### Power grid

Scale: 6 px per um. Pins as bars on the die edge.
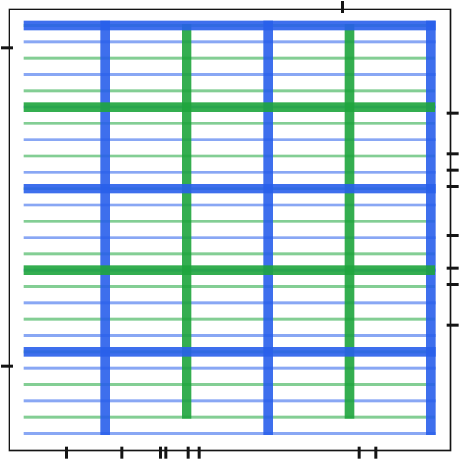
### Sequential cells coloured by netlist name

Scale: 4 px per um. Other sequential cells in the stronger grey, the rest of the logic in the fainter grey.
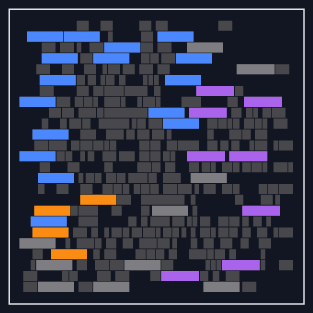
### Cell outlines without signal wires

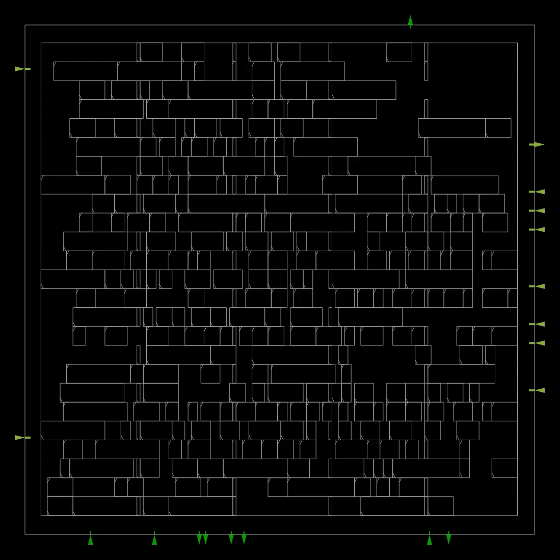
### Wire density map

Scale: 4 px per um. 15 x 15 tiles, from dark purple (low) to yellow (high), scaled to the fullest tile. Values are wire area over tile area, all layers added.
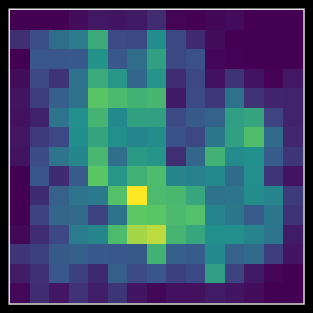
==> config.mk <==
export PLATFORM = sky130hd
export DESIGN_NAME = nes_controller_emulator
export DESIGN_NICKNAME = d
export VERILOG_FILES = /design/src/rtl/nes_controller_emulator.sv
export SDC_FILE = /design/constraint.sdc
export NUM_CORES = 1
export LEC_CHECK = 0
export CAP_MARGIN = 20
export CORE_MARGIN = 2
export CORE_UTILIZATION = 53
export CTS_BUF_LIST = sky130_fd_sc_hd__clkbuf_2 sky130_fd_sc_hd__clkbuf_4 sky130_fd_sc_hd__clkbuf_8
export DETAILED_ROUTE_END_ITERATION = 10
export HOLD_SLACK_MARGIN = 0.02
export PLACE_DENSITY = 0.71
export SLEW_MARGIN = 20
export SYNTH_ARGS = -nofsm -noshare
export SYNTH_HDL_FRONTEND = slang
export SYNTH_SLANG_ARGS = --single-unit
==> constraint.sdc <==
create_clock -name clk -period 2.74 [get_ports clk]
set_input_delay 0.548 -clock clk [delete_from_list [all_inputs] [get_ports clk]]
set_output_delay 0.548 -clock clk [all_outputs]
set_load 0.05 [all_outputs]
==> results_slide.txt <==
Implementation Results

Yosys
  • Ao+oa area frac: between 10% and 20%
  • Net Count, Synth: about 290
  • Chip Area, Yosys: between 2000 and 3000 um2
  • Synth Cell Area: roughly 2500 um2
  • Yosys adder share: ~2.5%
  • Asr flop ratio synth: 100%
  • Xor+xnor area frac: 4.82%
  • Cell variety after synth: ~58
  • Top cells by area: dfrtp_1 29%, dfstp_2 9.3%, nand4_1 4.7%, nor3_2 3.9%, nor2_1 3.1%
  • EDFF count, synth: 0
  • Top_reg_cell synth: dfrtp_1
  • Ys cells: 269
  • Count of yosys warnings during synthesis: 0
  • Top non-seq family: simple AND/OR/NAND/NOR gates
  • Simple share: 36.1%
  • Seq/Total Area, Yosys: 37.8%
  • Syn Area/Cell: 9.46 um2
  • Cells after Synth: approximately 270

Critical path
  • Cell Chain, Critical Path: ha_1 > nand4_1 > nor4_4 > mux2i_1 > o21a_1 > and4b_1 > buf_4 > o21ai_0
  • CP endpoint kind: flip-flop
  • CP delay by family, top: simple AND/OR/NAND/NOR gates
  • Crit path max fanout: 16
  • Crit start category: flip-flop
  • WP depth: 8
  • CP max stage cell: dfrtp_1
  • Buf/Inv on CP: 1
  • Crit path DAT: 2650 ps

GRT
  • Vias in the first global route: 2055
  • Met2 Use GR: 40.3%
  • Grt total ovfl: 0
  • Met3 Use GR: under 10%
  • GRT Max-Usage Layer: met2
  • Initial antenna violation count: 0
  • First-pass GRT wire length: about 9700 um

STA
  • Setup tns final: 0 ps
  • RSZ-0062 raised after global routing: false
  • Period minus WS final: roughly 2500 ps
  • Layout Skew: roughly 6.7 ps
  • Final hold vios: 0
  • Setup WS post-layout: roughly 250 ps
  • Final setup viols: 0
  • Hold slack: around 350 ps
  • Slew Limit Headroom: 56.7%
  • Worst Tran Pin Value: about 640 ps
  • Fmax: 401 MHz

Power and ir drop
  • Design Power: between 1.5 and 2 mW
  • Pwr Density: 685 nW/um2
  • Leakage power: about 1.1 nW

Finish
  • Most common logic cells in the final layout: 29 x dfrtp_1, 21 x nor2_1, 19 x nand4_1, 19 x nand2_1, 18 x clkdlybuf4s50_1
  • Share of cells above drive strength 1: 16.7%
  • Data buffer area share: around 9%
  • Nonclk inv count: 6
  • Multi-input gate count: between 200 and 250
  • Non-filler cells, final: around 340
  • Comb/total area: 49.7%
  • Number of non-clock buffers: 28
  • Commonest Layout Cell: dfrtp_1
  • Logic area: about 1400 um2
  • Largest register FFs: 16
  • Area grow syn2layout: 13.3%

Place
  • Placer congestion estimate: around 0.85
  • Pre-CTS setup slack: between 200 and 300 ps
  • Dpl cells: around 330
  • Area post-placement: approximately 2700 um2

Route
  • DRC: 0
  • Total iterations of the first detailed-routing run: 4
  • Initial DRC count: between 100 and 150
  • Routed vias/inst: 6.11

Die
  • Io pins: 19
  • Initial Utilization: approximately 55%

CTS
  • CTS sink count: 38
  • H-tree depth: 2
  • Post-CTS Resized: 0
  • Post CTS Setup Buffer Count: 0
  • Clock-pin slew on the worst setup and hold paths: about 80 ps

Status
  • Status: completed

Job
  • Tool warnings: 28

Worst hold path
  • Worst hold path class: flip-flop to flip-flop
-- 'Power grid' (at the start) --
| colour | net |
|---|---|
| green | VDD |
| blue | VSS |
met5 straps: 5
rows: 25
signal pins: 19
Die Span Y: 73.3 um
VDD IR max: 0.479 mV
Core Area: 4660 um2
Die Width: 73.3 um

-- 'Sequential cells coloured by netlist name' (at the start) --
| colour | netlist name | placed flops |
|---|---|---|
| purple | `sreg` | 8 |
| orange | `bit_cnt` | 4 |
| blue | `tcnt` | 16 |
not coloured: 10
Sequential Area: 962 um2
Seq area share: 33.4%
P_seq: 0.758 mW
fin util: 61.9%

-- 'Cell outlines without signal wires' (at the start) --
Well Taps: 54
Site Rows: 25

-- 'Wire density map' (at the start) --
mean over tiles: 0.17
fullest tile: 0.58
tiles over half the peak: 19%
emptiest ninth of the die: north-east
densest ninth of the die: centre
nearly empty tiles: 12%
Post-Route WL: 5740 um
Global Route Usage Sum: 23.7%
via count: 2085
wire per inst: 16.8 um

metal layers:
layer,share of wire [%],routed length [um]
met1,45,2590
met2,49,2830
met3,4.1,236
met4,1.7,95
met5,0,0
power by group:
| group | internal (mW) | total [mW] | switching, mW |
|---|---|---|---|
| Combinational | 0.270 | 0.627 | 0.357 |
| Clock | 0.388 | 0.590 | 0.201 |
| Sequential | 0.694 | 0.758 | 0.0642 |
| Total | 1.35 | 1.97 | 0.623 |
cells in the mapped netlist, drive strengths merged (4+ instances only):
cell     n
ha       5
xor2     5
nor2b   10
nor4b    7
nor3    19
nand4   20
nand2b   4
nand3b   7
o21ai    5
nand3   13
clkbuf   7
buf     11
nor2    21
nand2   20
o31ai   10
dfstp    9
inv      6
dfrtp   29
nor4     4
and4     6
and3     4
a21oi    8
xnor2    9
Power and IR drop assume default switching activity.
